Signal wires on met2:
(4 px per um)
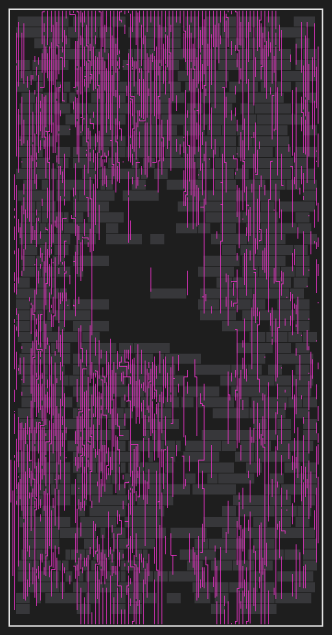
Routing congestion map:
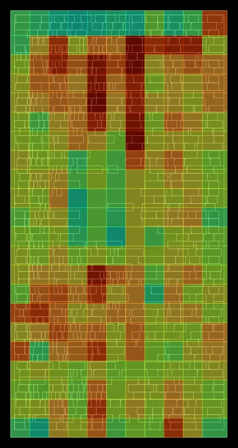
M3 wires:
(4 px per um)
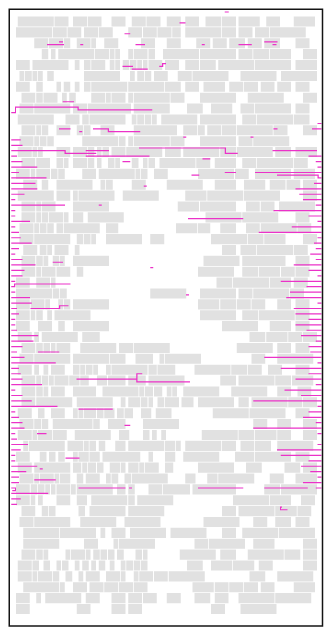
Ports around the boundary:
(4 px per um) Pins as bars across the die edge, other pins in gray.
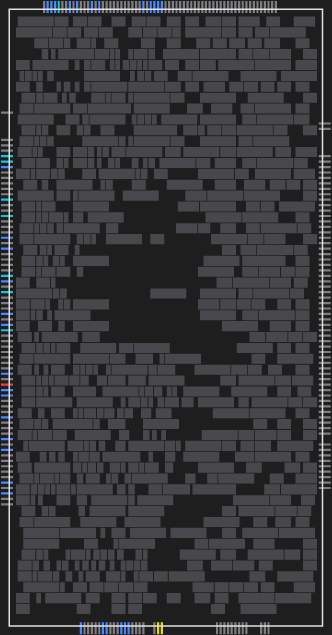
Wiring heat map:
(3 px per um) 16 x 31 tiles, from dark blue (low) to red (high), scaled to the fullest tile. Values are wire area over tile area, all layers added.
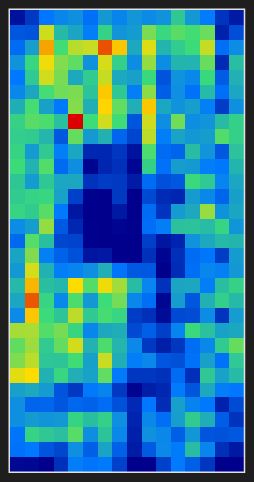
[config.mk]
export PLATFORM = sky130hd
export DESIGN_NAME = mem_port_arbiter
export DESIGN_NICKNAME = d
export VERILOG_FILES = /design/src/rtl/mem_port_arbiter.sv
export SDC_FILE = /design/constraint.sdc
export NUM_CORES = 1
export LEC_CHECK = 0
export ABC_CLOCK_PERIOD_IN_PS = 8200
export CORE_ASPECT_RATIO = 2
export CORE_UTILIZATION = 45
export DETAILED_ROUTE_END_ITERATION = 16
export PLACE_DENSITY = 0.85
export SETUP_SLACK_MARGIN = 0.5
export SLEW_MARGIN = 20
export SYNTH_ARGS = -nofsm -noshare
export SYNTH_HDL_FRONTEND = slang
export SYNTH_SLANG_ARGS = --single-unit
[constraint.sdc]
create_clock -name clk -period 8.2 [get_ports clk]
set_input_delay 1.64 -clock clk [delete_from_list [all_inputs] [get_ports clk]]
set_output_delay 1.64 -clock clk [all_outputs]
set_load 0.02 [all_outputs]
[src/rtl/mem_port_arbiter.sv]
// mem_port_arbiter: shares one unified instruction/data memory between the
// CPU datapath (port C) and the debug/loader port (port D). One transaction
// at a time, round-robin arbitration with a bounded debug burst-hold, all
// outputs registered. Sequence per transaction: IDLE -> ISSUE -> WAIT -> ACK.
module mem_port_arbiter #(
    parameter int AW       = 8,
    parameter int MEM_LAT  = 1,
    parameter int MAX_HOLD = 4
) (
    input  logic          clk,
    input  logic          rst,

    input  logic          c_req,
    input  logic          c_we,
    input  logic [AW-1:0] c_addr,
    input  logic [31:0]   c_wdata,
    output logic [31:0]   c_rdata,
    output logic          c_ack,

    input  logic          d_req,
    input  logic          d_we,
    input  logic [AW-1:0] d_addr,
    input  logic [31:0]   d_wdata,
    input  logic          d_hold,
    output logic [31:0]   d_rdata,
    output logic          d_ack,

    output logic          mem_en,
    output logic          mem_we,
    output logic [AW-1:0] mem_addr,
    output logic [31:0]   mem_wdata,
    input  logic [31:0]   mem_rdata,

    output logic [1:0]    owner
);

    localparam logic [1:0] ST_IDLE  = 2'd0;
    localparam logic [1:0] ST_ISSUE = 2'd1;
    localparam logic [1:0] ST_WAIT  = 2'd2;
    localparam logic [1:0] ST_ACK   = 2'd3;

    localparam logic [1:0] OWN_NONE = 2'b00;
    localparam logic [1:0] OWN_C    = 2'b01;
    localparam logic [1:0] OWN_D    = 2'b10;

    localparam logic [2:0] LAT_INIT = 3'(MEM_LAT);
    localparam logic [3:0] HOLD_MAX = 4'(MAX_HOLD);

    logic [1:0]    state_q,     state_d;
    logic [2:0]    wait_cnt_q,  wait_cnt_d;
    logic [3:0]    hold_cnt_q,  hold_cnt_d;
    logic          last_d_q,    last_d_d;     // 1 = D was the last port served
    logic [1:0]    owner_q,     owner_d;
    logic          txn_we_q,    txn_we_d;     // direction of the transaction in flight
    logic          mem_en_q,    mem_en_d;
    logic          mem_we_q,    mem_we_d;
    logic [AW-1:0] mem_addr_q,  mem_addr_d;
    logic [31:0]   mem_wdata_q, mem_wdata_d;
    logic [31:0]   c_rdata_q,   c_rdata_d;
    logic [31:0]   d_rdata_q,   d_rdata_d;
    logic          c_ack_q,     c_ack_d;
    logic          d_ack_q,     d_ack_d;

    logic          d_hold_wins;
    logic          grant_c;
    logic          grant_d;

    // Arbitration: round-robin on a tie, unless D holds ownership for a burst
    // and has not yet used up its hold budget.
    always_comb begin
        // NOTE: every signal gets a default first, so no path through the
        // block leaves a value unassigned and no latch is inferred.
        grant_c     = 1'b0;
        grant_d     = 1'b0;
        d_hold_wins = last_d_q && d_hold && (hold_cnt_q < HOLD_MAX);
        if (c_req && d_req) begin
            if (last_d_q && !d_hold_wins) begin
                grant_c = 1'b1;
            end else begin
                grant_d = 1'b1;
            end
        end else if (c_req) begin
            grant_c = 1'b1;
        end else if (d_req) begin
            grant_d = 1'b1;
        end
    end

    // Next-state logic for the transaction sequencer and all registered outputs.
    always_comb begin
        state_d     = state_q;
        wait_cnt_d  = wait_cnt_q;
        hold_cnt_d  = hold_cnt_q;
        last_d_d    = last_d_q;
        owner_d     = owner_q;
        txn_we_d    = txn_we_q;
        mem_addr_d  = mem_addr_q;
        mem_wdata_d = mem_wdata_q;
        c_rdata_d   = c_rdata_q;
        d_rdata_d   = d_rdata_q;
        // Strobes are high for a single cycle, so they default low.
        mem_en_d    = 1'b0;
        mem_we_d    = 1'b0;
        c_ack_d     = 1'b0;
        d_ack_d     = 1'b0;

        case (state_q)
            ST_IDLE: begin
                if (grant_c) begin
                    owner_d     = OWN_C;
                    txn_we_d    = c_we;
                    mem_we_d    = c_we;
                    mem_addr_d  = c_addr;
                    mem_wdata_d = c_wdata;
                    mem_en_d    = 1'b1;
                    hold_cnt_d  = 4'd0;
                    state_d     = ST_ISSUE;
                end else if (grant_d) begin
                    owner_d     = OWN_D;
                    txn_we_d    = d_we;
                    mem_we_d    = d_we;
                    mem_addr_d  = d_addr;
                    mem_wdata_d = d_wdata;
                    mem_en_d    = 1'b1;
                    state_d     = ST_ISSUE;
                end
                // A D grant that keeps C waiting consumes hold budget; that
                // takes precedence over the clear on a non-holding IDLE cycle.
                if (grant_d && c_req) begin
                    if (hold_cnt_q < HOLD_MAX) begin
                        hold_cnt_d = hold_cnt_q + 4'd1;
                    end
                end else if (!grant_c && !d_hold) begin
                    hold_cnt_d = 4'd0;
                end else if (grant_c) begin
                    hold_cnt_d = 4'd0;
                end
            end

            ST_ISSUE: begin
                wait_cnt_d = LAT_INIT;
                state_d    = ST_WAIT;
            end

            ST_WAIT: begin
                if (wait_cnt_q <= 3'd1) begin
                    wait_cnt_d = 3'd0;
                    if (!txn_we_q) begin
                        if (owner_q == OWN_C) begin
                            c_rdata_d = mem_rdata;
                        end else begin
                            d_rdata_d = mem_rdata;
                        end
                    end
                    c_ack_d = (owner_q == OWN_C);
                    d_ack_d = (owner_q == OWN_D);
                    state_d = ST_ACK;
                end else begin
                    wait_cnt_d = wait_cnt_q - 3'd1;
                end
            end

            default: begin // ST_ACK
                last_d_d = (owner_q == OWN_D);
                owner_d  = OWN_NONE;
                state_d  = ST_IDLE;
            end
        endcase
    end

    // State and output registers; reset abandons any transaction in flight.
    always_ff @(posedge clk or posedge rst) begin
        if (rst) begin
            state_q     <= ST_IDLE;
            wait_cnt_q  <= 3'd0;
            hold_cnt_q  <= 4'd0;
            last_d_q    <= 1'b1;   // C wins the first tie after reset
            owner_q     <= OWN_NONE;
            txn_we_q    <= 1'b0;
            mem_en_q    <= 1'b0;
            mem_we_q    <= 1'b0;
            mem_addr_q  <= '0;
            mem_wdata_q <= 32'd0;
            c_rdata_q   <= 32'd0;
            d_rdata_q   <= 32'd0;
            c_ack_q     <= 1'b0;
            d_ack_q     <= 1'b0;
        end else begin
            // NOTE: non-blocking assignments so every flop samples the values
            // from before this edge, independent of statement order.
            state_q     <= state_d;
            wait_cnt_q  <= wait_cnt_d;
            hold_cnt_q  <= hold_cnt_d;
            last_d_q    <= last_d_d;
            owner_q     <= owner_d;
            txn_we_q    <= txn_we_d;
            mem_en_q    <= mem_en_d;
            mem_we_q    <= mem_we_d;
            mem_addr_q  <= mem_addr_d;
            mem_wdata_q <= mem_wdata_d;
            c_rdata_q   <= c_rdata_d;
            d_rdata_q   <= d_rdata_d;
            c_ack_q     <= c_ack_d;
            d_ack_q     <= d_ack_d;
        end
    end

    assign c_rdata   = c_rdata_q;
    assign c_ack     = c_ack_q;
    assign d_rdata   = d_rdata_q;
    assign d_ack     = d_ack_q;
    assign mem_en    = mem_en_q;
    assign mem_we    = mem_we_q;
    assign mem_addr  = mem_addr_q;
    assign mem_wdata = mem_wdata_q;
    assign owner     = owner_q;

endmodule

==> results.txt <==
Result of the run = finished clean
Syn Std Cell Area = 5190 sq um
Number of cells traversed by the worst hold path = 1
Net Count, Synth = 571
Num ports = 229
Fp util = 46.0%
Synth unique cells = 36
Number of buffers inserted during clock tree synthesis = 17
Registers, synthesis = 121
Setup slack after layout = 4.94 ns
# H-tree levels = 4
Startpoint of the worst hold path = d_rdata[2]$_DFFE_PP0P_
Gate family responsible for the most delay along the worst path = buffers and inverters
CTS Root Buffer Type = clkbuf_16
Dpl ws = 3.13 ns
Static Leak = 0.00361 uW
Critical-path cell with the highest stage delay = clkdlybuf4s50_1
1st-pass router iterations = 4
Core ar. = 11300 sq um
Dominant logic cell type in the layout = clkdlybuf4s50_1
Setup Viol. Count Final = 0
Post-route antenna net violation count = 0
Clock tree from TritonCTS = yes
Drt via density = 5.22
Min-Delay Path Class = reg -> reg
Worst Skew = 0.00930 ns
Global route overflow = 0
Sequential fraction of design power = 30.1%
Post-Syn Instances = 446
OpenROAD warning count = 29
Commonest flop = dfrtp_1
Register area share after synthesis = 58.4%
Largest net degree at the start of global routing = 63
Clk slew on worst S/H paths = 0.06 ns
Number of buffers inserted by post-CTS setup repair = 0
Final setup TNS = 0 ns
Number of synthesized flops with an enable pin = 0
Gate power share = 47.6%
Number of sinks on the clock net = 121
Crit path largest cell delay = 0.59 ns
Nets = 797
VDD IR-drop max = 271 uV
Count of instantiated cells in the yosys netlist = 446
Period utilization = 39.7%
Ordered cell list for the critical path = clkdlybuf4s50_1, o21ai_4, inv_2, nor2_1, a31oi_1
Worst Max-Slew Pin Slew = 1.07 ns
HPWL after DPL = 10400 um
Post-route insts no fill = 827
Source of the worst register-to-register timing path = state_q[0]$_DFFE_PP0P_
Placer's final routability congestion estimate = 0.803
Reg2reg end = c_rdata[4]$_DFFE_PP0P_
Number of cells after detailed placement = 794
Number of antenna violations at the first check in global routing = 0
Average size of a mapped cell = 11.6 sq um
Total cell area reported by yosys after synthesis = 5190 sq um
Share of post-route cells with drive strength above 1 = 15.9%
Final Max Slew Viols = 0
Critical path startpoint category = input port
Area share, top type = 57.9%
Cell type contributing the most total cell area after synthesis = dfrtp_1
Arrival @ worst endpoint = 3.51 ns
Net switching power = 1270 uW
Worst slew margin relative to its limit = 29.0%
Setup repair after global routing missed its margin = no
Quantity of hold-fixing buffers added after cts = 0
Maximum clock path buffer count = 2
Vias in the first global route = 4626
Std-Cell Rows = 55
Critical setup path kind = in -> reg
DRC errors left = 0
Power density over cell area = 432 nW/um^2
DRC violation total after the first TritonRoute iteration = 168
Tally of filler cells in the layout = 790
Floorplan die area = 12000 sq um
Cell count of the worst reg-to-reg path = 6
Top area cell types = dfrtp_1 58%, mux2_4 8.7%, a21oi_1 7.9%, mux2_2 7.6%, nand2_1 3.6%
Peak clock frequency supported by timing = 307 MHz
Top logic cells by instance count in the layout = 228 x clkdlybuf4s50_1, 120 x dfrtp_1, 82 x a21oi_1
Setup slack of the most critical reg-to-reg path = 5.53 ns
Design internal power = 2270 uW
Max-capacitance violation count = 0
Buf/Inv on CP = 2
Number of cells upsized or downsized after cts = 0
Notes on 'signal wires on met2' above:
The wires run mostly vertical. 722 nets have wire on it. The layer holds 57% of the routed length. The layer carries 8190 um of wire.

Notes on 'routing congestion map' above:
post-layout util: 72.7%
GR Util met3: 6.88%

Notes on 'M3 wires' above:
155 nets have wire on it. The layer carries 815 um of wire. The longest straight run is 21.4 um. The layer holds 5.6% of the routed length.

Notes on 'ports around the boundary' above:
Key: cyan = d_addr [pins 8, direction input, edge 7 left, 1 top]; yellow = owner [pins 2, direction output, edge bottom]; blue = c_wdata [pins 32, direction input, edge 14 left, 12 top, 6 bottom]; red = d_we [pins 1, direction input, edge left]
All pins by edge: 69 left, 64 top, 63 right, 33 bottom.
die span in y: 154 um
input/output buffers: 228
x dimension of the die: 77.9 um

Notes on 'wiring heat map' above:
16% of the tiles are over half the peak. The mean over all tiles is 0.19. 5.8% of the tiles are nearly empty.
Vias: 4315
All-Layer GR Usage: 25.2%
DRT Wirelength: 14400 um
average routed wire per standard cell: 17.5 um

## worst reg2reg max path: stages (launching register included)
cell	delay (ns)
dfrtp_1	0.40
inv_1	0.10
ha_1	0.19
inv_1	0.08
or3_4	0.40
or3_2	0.88
mux2_4	0.49
## sequential cells by signal, summed over array words and instances, names as in the netlist
| signal | count |
|---|---|
| c_ack | 1 |
| c_rdata | 32 |
| d_ack | 1 |
| d_rdata | 32 |
| hold_cnt_q | 4 |
| last_d_q | 1 |
| mem_addr | 8 |
| mem_en | 1 |
| mem_wdata | 32 |
| mem_we | 1 |
| owner | 2 |
| state_q | 2 |
| txn_we_q | 1 |
| wait_cnt_q | 3 |
## cell families after synthesis
family / count (synthesis) / synth area share, %
DFF: 121 / 58.4
and+or+nand+nor: 112 / 9.26
AOI/OAI and AO/OA: 106 / 10.9
muxes: 65 / 16.3
buffers and inverters: 36 / 3.76
adders and majority gates: 6 / 1.45
## power groups by stage
| stage | combinational [uW] | sequential [uW] | clock (uW) |
|---|---|---|---|
| after floorplan | 581 | 1380 | 0 |
| after global placement | 1610 | 1050 | 0 |
| after detailed placement | 1680 | 1070 | 0 |
| after CTS | 1690 | 1070 | 803 |
| after global routing | 1800 | 1100 | 829 |
| final | 1690 | 1070 | 792 |
## cell type report
cell class | instances | area [sq um] | share of cell area (%)
Sequential cell | 121 | 3030 | 36.9
Timing Repair Buffer | 233 | 2340 | 28.5
Inverter | 10 | 40.0 | 0.488
Multi-Input combinational cell | 289 | 1980 | 24.2
Tap cell | 142 | 178 | 2.17
Clock inverter | 14 | 193 | 2.35
Clock buffer | 18 | 439 | 5.36
## per-layer routing
metal  routed length (um)  global-route usage [%]
met1                 4970                    25.9
met2                 8180                    46.3
met3                  814                    6.88
met4                  472                    12.1
met5                    0                       0
## stage by stage
stage	hold slack [ns]	area (sq um)
final	0.504	8200
after detailed placement	0.493	7540
after CTS	0.507	8170
after global routing	0.525	8200
after global placement	0.482	7540
after floorplan	0.453	5190
## cell usage after synthesis, types with 2 or more instances
| master | n |
|---|---|
| ha_1 | 6 |
| buf_12 | 3 |
| dfrtp_1 | 120 |
| o21ai_0 | 11 |
| mux2_2 | 35 |
| nand2b_1 | 4 |
| buf_2 | 3 |
| inv_1 | 9 |
| a31oi_1 | 2 |
| nand3b_1 | 2 |
| mux2_4 | 30 |
| clkbuf_1 | 19 |
| a21oi_1 | 82 |
| a22oi_1 | 2 |
| nor3b_1 | 2 |
| nand3_1 | 2 |
| nand2_1 | 50 |
| o31ai_1 | 2 |
| nor2_1 | 45 |
## worst max path at each step
stage | from | cells past startpoint | slack, ns | endpoint
6_report | c_req | 5 | 4.94 | txn_we_q$_DFFE_PP0P_
4_1_cts | c_req | 5 | 3.52 | mem_wdata[6]$_DFFE_PP0P_
3_5_place_dp | c_req | 5 | 3.13 | mem_wdata[3]$_DFFE_PP0P_
2_1_floorplan | rst | 1 | 3.35 | c_ack$_DFF_PP0_
5_1_grt | c_req | 5 | 4.83 | mem_wdata[14]$_DFFE_PP0P_
3_3_place_gp | c_req | 5 | 3.27 | txn_we_q$_DFFE_PP0P_
No activity file was given, so power comes from the tool's default toggle rates.
